===== src/rtl/register_spill_unit.sv =====
// Context save/restore engine: walks register_bank R0..R(NUM_REGS-1) and spills them to,
// or reloads them from, data memory one register at a time over a req/ack handshake.
module register_spill_unit #(
  parameter int NUM_REGS   = 8,
  parameter int DATA_WIDTH = 8,
  parameter int ADDR_WIDTH = 8
) (
  input  logic                  clk,
  input  logic                  rst_n,
  input  logic                  in_save_start,
  input  logic                  in_restore_start,
  input  logic [ADDR_WIDTH-1:0] in_base_addr,
  output logic                  out_busy,
  output logic                  out_done,
  output logic                  out_bank_read_en,
  output logic                  out_bank_write_en,
  output logic [2:0]            out_bank_rx_selector,
  output logic [2:0]            out_bank_ry_selector,
  output logic                  out_bank_indirect_mode_en,
  output logic [DATA_WIDTH-1:0] out_bank_data,
  input  logic [DATA_WIDTH-1:0] in_bank_bus_data,
  output logic                  out_mem_req,
  output logic                  out_mem_we,
  output logic [ADDR_WIDTH-1:0] out_mem_addr,
  output logic [DATA_WIDTH-1:0] out_mem_wdata,
  input  logic                  in_mem_ack,
  input  logic [DATA_WIDTH-1:0] in_mem_rdata
);

  typedef enum logic [2:0] {
    IDLE   = 3'd0,
    SV_RD  = 3'd1,
    SV_CAP = 3'd2,
    SV_MEM = 3'd3,
    RS_MEM = 3'd4,
    RS_WR  = 3'd5,
    DONE   = 3'd6
  } state_t;

  localparam logic [2:0] LAST_IDX = 3'(NUM_REGS - 1);

  state_t                state, state_nxt;
  logic [2:0]            idx;
  logic [DATA_WIDTH-1:0] hold;
  logic [ADDR_WIDTH-1:0] base;

  // Last driven values, presented on the memory/bank data pins between strobes.
  logic [ADDR_WIDTH-1:0] mem_addr_q;
  logic                  mem_we_q;
  logic [DATA_WIDTH-1:0] mem_wdata_q;
  logic [DATA_WIDTH-1:0] bank_data_q;

  logic                  read_en, write_en, req, we_live, done;
  logic                  start_acc, last;
  logic [ADDR_WIDTH-1:0] addr_live;

  function automatic logic [ADDR_WIDTH-1:0] slot_addr(input logic [ADDR_WIDTH-1:0] b,
                                                      input logic [2:0]            i);
    return b + ADDR_WIDTH'(i);
  endfunction

  assign start_acc = (state == IDLE) && (in_save_start || in_restore_start);
  assign last      = (idx == LAST_IDX);
  assign addr_live = slot_addr(base, idx);

  always_comb begin
    state_nxt = state;
    read_en   = 1'b0;
    write_en  = 1'b0;
    req       = 1'b0;
    we_live   = 1'b0;
    done      = 1'b0;
    case (state)
      IDLE: begin
        if (in_save_start)         state_nxt = SV_RD;
        else if (in_restore_start) state_nxt = RS_MEM;
      end
      SV_RD: begin
        read_en   = 1'b1;
        state_nxt = SV_CAP;
      end
      SV_CAP: begin
        read_en   = 1'b1;
        state_nxt = SV_MEM;
      end
      SV_MEM: begin
        req     = 1'b1;
        we_live = 1'b1;
        if (in_mem_ack) state_nxt = last ? DONE : SV_RD;
      end
      RS_MEM: begin
        req = 1'b1;
        if (in_mem_ack) state_nxt = RS_WR;
      end
      RS_WR: begin
        write_en  = 1'b1;
        state_nxt = last ? DONE : RS_MEM;
      end
      DONE: begin
        done      = 1'b1;
        state_nxt = IDLE;
      end
      default: state_nxt = IDLE;
    endcase
  end

  always_ff @(posedge clk or negedge rst_n) begin
    if (!rst_n) state <= IDLE;
    else        state <= state_nxt;
  end

  always_ff @(posedge clk or negedge rst_n) begin
    if (!rst_n) begin
      idx         <= '0;
      hold        <= '0;
      base        <= '0;
      mem_addr_q  <= '0;
      mem_we_q    <= 1'b0;
      mem_wdata_q <= '0;
      bank_data_q <= '0;
    end else begin
      if (start_acc) begin
        idx  <= '0;
        base <= in_base_addr;
      end
      if (state == SV_CAP) hold <= in_bank_bus_data;
      if (state == RS_MEM && in_mem_ack) hold <= in_mem_rdata;
      if ((state == SV_MEM && in_mem_ack && !last) || (state == RS_WR && !last))
        idx <= idx + 3'd1;
      if (req) begin
        mem_addr_q <= addr_live;
        mem_we_q   <= we_live;
        if (we_live) mem_wdata_q <= hold;
      end
      if (write_en) bank_data_q <= hold;
    end
  end

  assign out_busy                  = (state != IDLE);
  assign out_done                  = done;
  assign out_bank_read_en          = read_en;
  assign out_bank_write_en         = write_en;
  assign out_bank_ry_selector      = read_en  ? idx : 3'd0;
  assign out_bank_rx_selector      = write_en ? idx : 3'd0;
  assign out_bank_indirect_mode_en = 1'b0;
  assign out_bank_data             = write_en ? hold : bank_data_q;
  assign out_mem_req               = req;
  assign out_mem_we                = req ? we_live : mem_we_q;
  assign out_mem_addr              = req ? addr_live : mem_addr_q;
  assign out_mem_wdata             = (req && we_live) ? hold : mem_wdata_q;

endmodule


===== config.mk =====
export PLATFORM = sky130hd
export DESIGN_NAME = register_spill_unit
export DESIGN_NICKNAME = d
export VERILOG_FILES = /design/src/rtl/register_spill_unit.sv
export SDC_FILE = /design/constraint.sdc
export NUM_CORES = 1
export LEC_CHECK = 0
export CORE_MARGIN = 2
export CORE_UTILIZATION = 42
export CTS_CLUSTER_DIAMETER = 150
export CTS_CLUSTER_SIZE = 20
export DETAILED_ROUTE_END_ITERATION = 16
export GPL_ROUTABILITY_DRIVEN = 0
export PLACE_DENSITY_LB_ADDON = 0.3
export SETUP_SLACK_MARGIN = 0.1
export SLEW_MARGIN = 15
export SYNTH_ARGS = -nofsm -noshare
export SYNTH_HDL_FRONTEND = slang
export SYNTH_SLANG_ARGS = --single-unit
export TNS_END_PERCENT = 20

===== constraint.sdc =====
create_clock -name clk -period 2.2 [get_ports clk]
set_input_delay 0.66 -clock clk [delete_from_list [all_inputs] [get_ports clk]]
set_output_delay 0.66 -clock clk [all_outputs]
set_load 0.02 [all_outputs]

==> results_slide.txt, run 1 <==
Key Metrics from the Run

Worst setup path
  • CP Data Required Time: 1.54 ns
  • Family with the most delay on the worst path: adder cells
  • CP max-delay cell: dfrtp_1
  • R2R cell count: 5
  • Critical path buffer and inverter count: 2
  • Capture point of the worst path: out_mem_addr[6]
  • Crit path cell chain: ha_2 > inv_2 > fa_2 > nor2b_4 > o2111ai_2 > xor2_1 > a21oi_2 > buf_6
  • Startpoint types: register
  • R2r startpoint: state[2]
  • WP data arrival: 2.02 ns
  • Crit. End Element: output pin
  • CP max stage delay: 0.37 ns
  • Max FO, Critical Path: 2
  • Worst r2r dst: base[0]
  • Reg-to-reg slack, setup: 0.30 ns
  • CP Class: register to output pin
  • Worst Setup SP: base[0]

Synth
  • Synth Flop Type: dfrtp_1
  • Post-synth top cells: dfrtp_1 (47), nand2_1 (37), nor2_1 (20)
  • EDFF count, synth: 0
  • Most frequent cell after synthesis: dfrtp_1
  • Post-Syn Instances: 209
  • Avg Cell Area, Syn: 10.6 sq um
  • Synth flops: 47
  • YS warnings: 0
  • Yosys top cell area share: 0.532
  • Yosys Chip Area: 2210 sq um
  • Xor/xnor share: 0.0277
  • Syn_nets: 244
  • Post-synthesis simple-gate area fraction: 0.155
  • Fraction of registers with async set/reset: 1.00
  • Yosys aoi share: 0.0770
  • Synthesized-area fraction occupied by adder cells: 0.0374
  • Synthesized area: 2210 sq um
  • Register share after synthesis: 0.532
  • Cell taking the most area after synthesis: dfrtp_1
  • Top cells by area: dfrtp_1 (53%), mux2_2 (9.2%), nand2_1 (6.3%)

STA
  • Final Critical Period: 2.68 ns
  • Hold Fails Final Rpt: 0
  • Worst hold margin: 0.440 ns
  • Clk_skew: 0.00893 ns
  • Fmax: 373 MHz
  • Slew headroom: 0.602
  • Final worst slack: -0.478 ns
  • RSZ-0062 raised after global routing: yes
  • Fin. max-slew vios: 0
  • # setup viols final: 17
  • Fin crit share: 1.22

Pwr
  • Sw power: 2.19 mW
  • Combinational Power Share: 0.619
  • Clock Power Share: 0.103
  • Net Sw Frac: 0.410
  • Pwr Total: 5.33 mW
  • Clock network power: 0.547 mW
  • P_int: 3.14 mW
  • Pwr/cell area: 1610 nW/um^2
  • P_leak: 1.52 nW

Routing
  • Met2 WL: 2630 microns
  • Via/cell ratio: 4.91
  • DRT met1 WL: 2120 microns
  • DR DRC count: 0
  • Wirelength per Cell: 13.3 microns
  • Met3 WL: 243 microns

CTS
  • Clock Path Buffers: 2
  • Clock Sinks: 47
  • CTS tree: done
  • Clk latency late pin: 0.30 ns
  • Post-CTS sizing: 135
  • Hold_buf cts: 0
  • CTS root buf: clkbuf_8
  • Setup bufs post-CTS: 3
  • Clk slew on worst S/H paths: 0.09 ns

Place
  • Post-DP Area: 3130 sq um
  • Placed cells: 364
  • Setup Slack @ Placement: -0.608 ns

Cells and area
  • Register area: 1180 sq um
  • Nets: 344
  • Top cell excl fill/tap: dfrtp_1
  • Design area: 3310 sq um
  • Sequential share of cell area: 0.356
  • Comb/total area: 0.317
  • Share of layout cells above drive strength 1: 0.413
  • Final design utilization: 0.648
  • Top cells excl fill/tap: dfrtp_1 (47), buf_4 (46), nand2_1 (28)
  • Ant. Diodes: 0
  • Top class by area: flip-flops and latches
  • Logic cell area: 1050 sq um
  • Layout clock area frac: 0.0287
  • Inverters: 6
  • Logic Gate Count: 146

Global routing
  • Vias in the first global route: 1845
  • Met3 Use GR: 0.0462
  • GRT overflow: 0
  • First-pass GRT wire length: 8120 microns
  • Number of antenna violations at the first check in global routing: 0
  • GRT Util Overall: 0.174
  • GRT met2 Usage: 0.308
  • Grt peak-use layer: met2

Job
  • Maxcap violations: 0
  • Log Warnings: 29

Floorplanning
  • Die X: 76.5 microns
  • Chip area: 5860 sq um
  • Initial Utilization: 0.433
  • # Taps: 70

Min path
  • Hold WC Path Type: input pin to async pin

Status
  • Status: finished with violations
  • Failing checks: negative setup slack
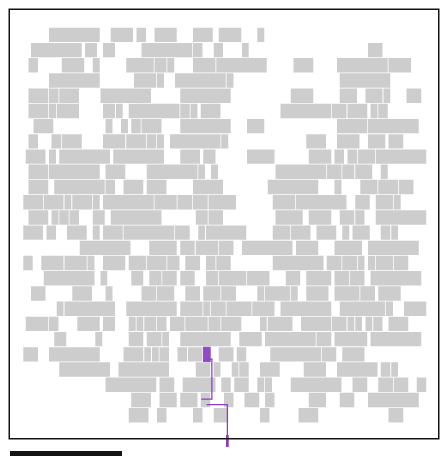
**Above:** run 1 (wires at chosen ports, followed through buffers).
Bar = 20 microns.
legend:
  purple:
    port: out_bank_read_en
    direction: output
    edge: bottom
    end_cells: 1
    buffers: 1
    wire: 19.2 microns
number of buffers added on ports: 64
io pins: 66

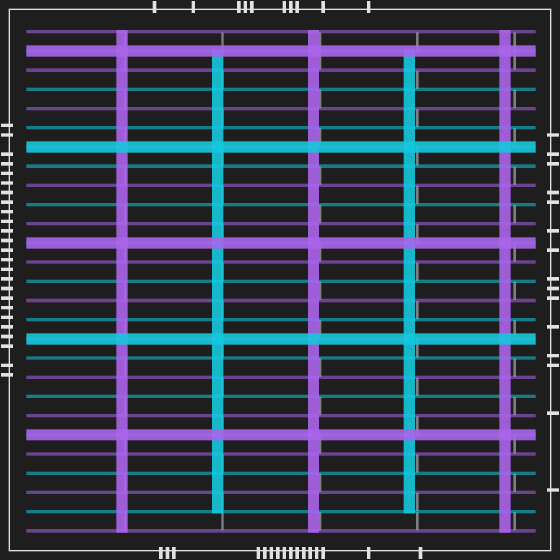
**Above:** run 1 (floorplan with the power grid).
Pins as bars on the die edge. Tap cells in gray.
legend:
  purple:
    net: VSS
  cyan:
    net: VDD
met1 rails: 27
met4 straps: 5
met5 straps: 5
tap cells: 70
Worst IR Drop VDD: 0.000769 V
core box area: 5110 sq um
Die Height: 76.5 microns

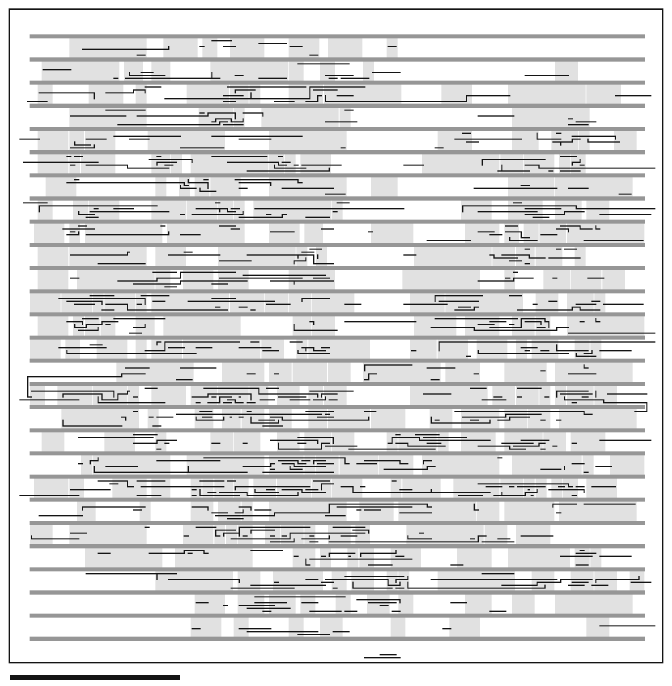
**Above:** run 1 (signal wires on met1).
Bar = 20 microns. Supply wires on this layer in gray. Cells faint in the background.
nets with wire on the layer: 293
main direction: horizontal
wire length on this layer: 2120 microns
share of all routed wire: 42%
longest straight run: 25.3 microns
DR vias: 1867
Total Wirelength: 5060 microns
GR Util met1: 0.201

**Run 1: signal wires by layer**

Only two layers are drawn.
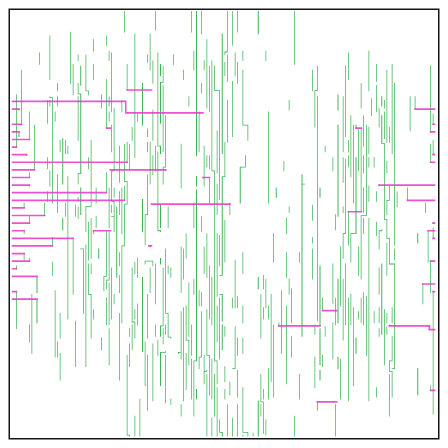

==> run 1 -> run 2 <==
--- a/config.mk
+++ b/config.mk
@@ -6,7 +6,7 @@
 export NUM_CORES = 1
 export LEC_CHECK = 0
 export CORE_MARGIN = 2
-export CORE_UTILIZATION = 42
+export CORE_UTILIZATION = 47
 export CTS_CLUSTER_DIAMETER = 150
 export CTS_CLUSTER_SIZE = 20
 export DETAILED_ROUTE_END_ITERATION = 16
==> constraint.sdc (replaced) <==
create_clock -name clk -period 2.9 [get_ports clk]
set_input_delay 0.87 -clock clk [delete_from_list [all_inputs] [get_ports clk]]
set_output_delay 0.87 -clock clk [all_outputs]
set_load 0.02 [all_outputs]
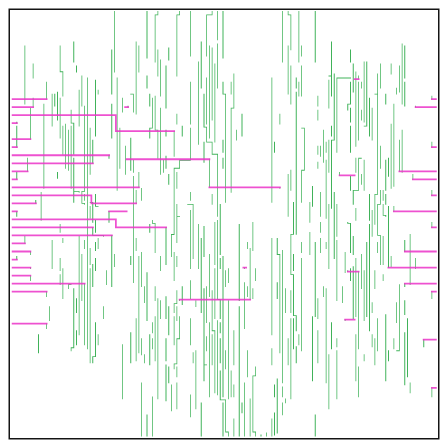
**Above:** run 2 (signal wires by layer).
Only two layers are drawn.
legend:
  magenta:
    layer: met3
    wire_length: 312 microns
  green:
    layer: met2
    wire_length: 2360 microns
GRT Util Overall: 0.189
Total Wirelength: 4800 microns

==> run 2 against run 1 <==
Effect of this change: the run still ends with negative setup slack left; wire length shrank 5.3%; clock power decreased by 32%; worst setup slack better by 0.47 ns; synthesized cell count stayed put; register-to-register slack gained 0.67 ns.
==> results_slide.txt, run 2 <==
Key Metrics from the Run

Worst setup path
  • Worst r2r dst: idx[1]
  • CP max stage delay: 0.39 ns (+0.02 ns)
  • Critical path buffer and inverter count: 2 (unchanged)
  • Crit. End Element: output pin
  • Worst Setup SP: base[0]
  • CP max-delay cell: fa_2
  • Reg-to-reg slack, setup: 0.97 ns (+0.67 ns)
  • Crit path cell chain: ha_2 > inv_2 > fa_2 > nor2b_4 > o2111ai_2 > xor2_1 > a21oi_2 > buf_4
  • WP data arrival: 2.04 ns (+0.02 ns)
  • Startpoint types: register
  • Family with the most delay on the worst path: adder cells
  • Max FO, Critical Path: 2 (unchanged)
  • R2R cell count: 6 (+1)
  • R2r startpoint: idx[0]
  • Capture point of the worst path: out_mem_addr[6]
  • CP Class: register to output pin

Synth
  • Synth Flop Type: dfrtp_1
  • Yosys top cell area share: 0.532 (unchanged)
  • Synth flops: 47 (unchanged)
  • Yosys Chip Area: 2210 sq um (unchanged)
  • Synthesized-area fraction occupied by adder cells: 0.0374 (unchanged)
  • Most frequent cell after synthesis: dfrtp_1
  • YS warnings: 0 (unchanged)
  • Post-Syn Instances: 209 (unchanged)
  • Post-synth top cells: dfrtp_1 (47), nand2_1 (37), nor2_1 (20)
  • EDFF count, synth: 0 (unchanged)
  • Fraction of registers with async set/reset: 1.00 (unchanged)
  • Yosys aoi share: 0.0770 (unchanged)
  • Avg Cell Area, Syn: 10.6 sq um (unchanged)
  • Register share after synthesis: 0.532 (unchanged)
  • Xor/xnor share: 0.0277 (unchanged)
  • Syn_nets: 244 (unchanged)
  • Top cells by area: dfrtp_1 (53%), mux2_2 (9.2%), nand2_1 (6.3%)
  • Synthesized area: 2210 sq um (unchanged)

Pwr
  • Clock Power Share: 0.096 (-0.007)
  • P_leak: 1.49 nW (-1.9%)
  • Pwr/cell area: 1230 nW/um^2 (-24%)
  • P_int: 2.28 mW (-27%)
  • Worst IR Drop VDD: 0.000730 V (-5.1%)
  • Clock network power: 0.371 mW (-32%)
  • Combinational Power Share: 0.609 (-0.010)
  • Pwr Total: 3.88 mW (-27%)
  • Sw power: 1.59 mW (-27%)
  • Net Sw Frac: 0.411 (+0.000541)

STA
  • # setup viols final: 1 (-16)
  • Final worst slack: -0.00854 ns (+0.469 ns)
  • Slew headroom: 0.611 (+0.00897)
  • Worst hold margin: 0.481 ns (+0.0408 ns)
  • Hold Fails Final Rpt: 0 (unchanged)
  • Clk_skew: 0.00501 ns (-0.00392 ns)
  • Fmax: 344 MHz
  • Fin. max-slew vios: 0 (unchanged)
  • Fin crit share: 1.00
  • Final Critical Period: 2.91 ns

Floorplanning
  • # Taps: 52 (-26%)
  • Die X: 72.6 microns (-5.2%)
  • Die Height: 72.6 microns (-5.2%)
  • Core box area: 4440 sq um (-13%)
  • Initial Utilization: 0.497 (+0.0646)
  • Io pins: 66 (unchanged)

Cells and area
  • Top cell excl fill/tap: dfrtp_1
  • Top class by area: flip-flops and latches
  • Inverters: 6 (unchanged)
  • Sequential share of cell area: 0.372 (+0.0169)
  • Share of layout cells above drive strength 1: 0.296 (-0.117)
  • Design area: 3160 sq um (-4.4%)
  • Comb/total area: 0.327 (+0.00955)
  • Logic cell area: 1030 sq um (-1.5%)
  • Layout clock area frac: 0.0257 (-0.00302)
  • Ant. Diodes: 0 (unchanged)
  • Logic Gate Count: 146 (unchanged)
  • Top cells excl fill/tap: dfrtp_1 (46), nand2_1 (36), clkdlybuf4s50_1 (30), buf_4 (30)
  • Nets: 331 (-3.8%)
  • Final design utilization: 0.711 (+0.0637)

CTS
  • Clk slew on worst S/H paths: 0.08 ns (about the same)
  • CTS root buf: clkbuf_8
  • Clk latency late pin: 0.29 ns (about the same)
  • CTS tree: done
  • Clock Path Buffers: 2 (unchanged)
  • Setup bufs post-CTS: 6 (+3)
  • Clock Sinks: 47 (unchanged)

Global routing
  • Largest net degree at the start of global routing: 48
  • GRT met2 Usage: 0.312 (+0.00416)
  • GR Util met1: 0.245 (+0.0441)
  • Number of antenna violations at the first check in global routing: 0 (unchanged)
  • Met3 Use GR: 0.0611 (+0.0149)
  • GRT overflow: 0 (unchanged)
  • First-pass GRT wire length: 7910 microns (-2.6%)
  • Grt peak-use layer: met2
  • Vias in the first global route: 1763 (-4.4%)

Job
  • Log Warnings: 28 (-3.4%)
  • Maxcap violations: 0 (unchanged)

Routing
  • Wirelength per Cell: 13.7 microns (+3.2%)
  • DR vias: 1807 (-3.2%)
  • DRT met1 WL: 2050 microns (-3.2%)
  • Remaining antenna violation count: 0
  • DR DRC count: 0 (unchanged)
  • Met2 WL: 2360 microns (-10%)
  • Via/cell ratio: 5.18 (+5.4%)

Place
  • Number of buffers added on ports: 64 (unchanged)
  • Placed cells: 332 (-8.8%)
  • Post-DP Area: 2990 sq um (-4.5%)

Min path
  • Hold WC Path Type: register to register

Status
  • Status: finished with violations
  • Failing checks: negative setup slack
Power is estimated from default activity; no workload was simulated.
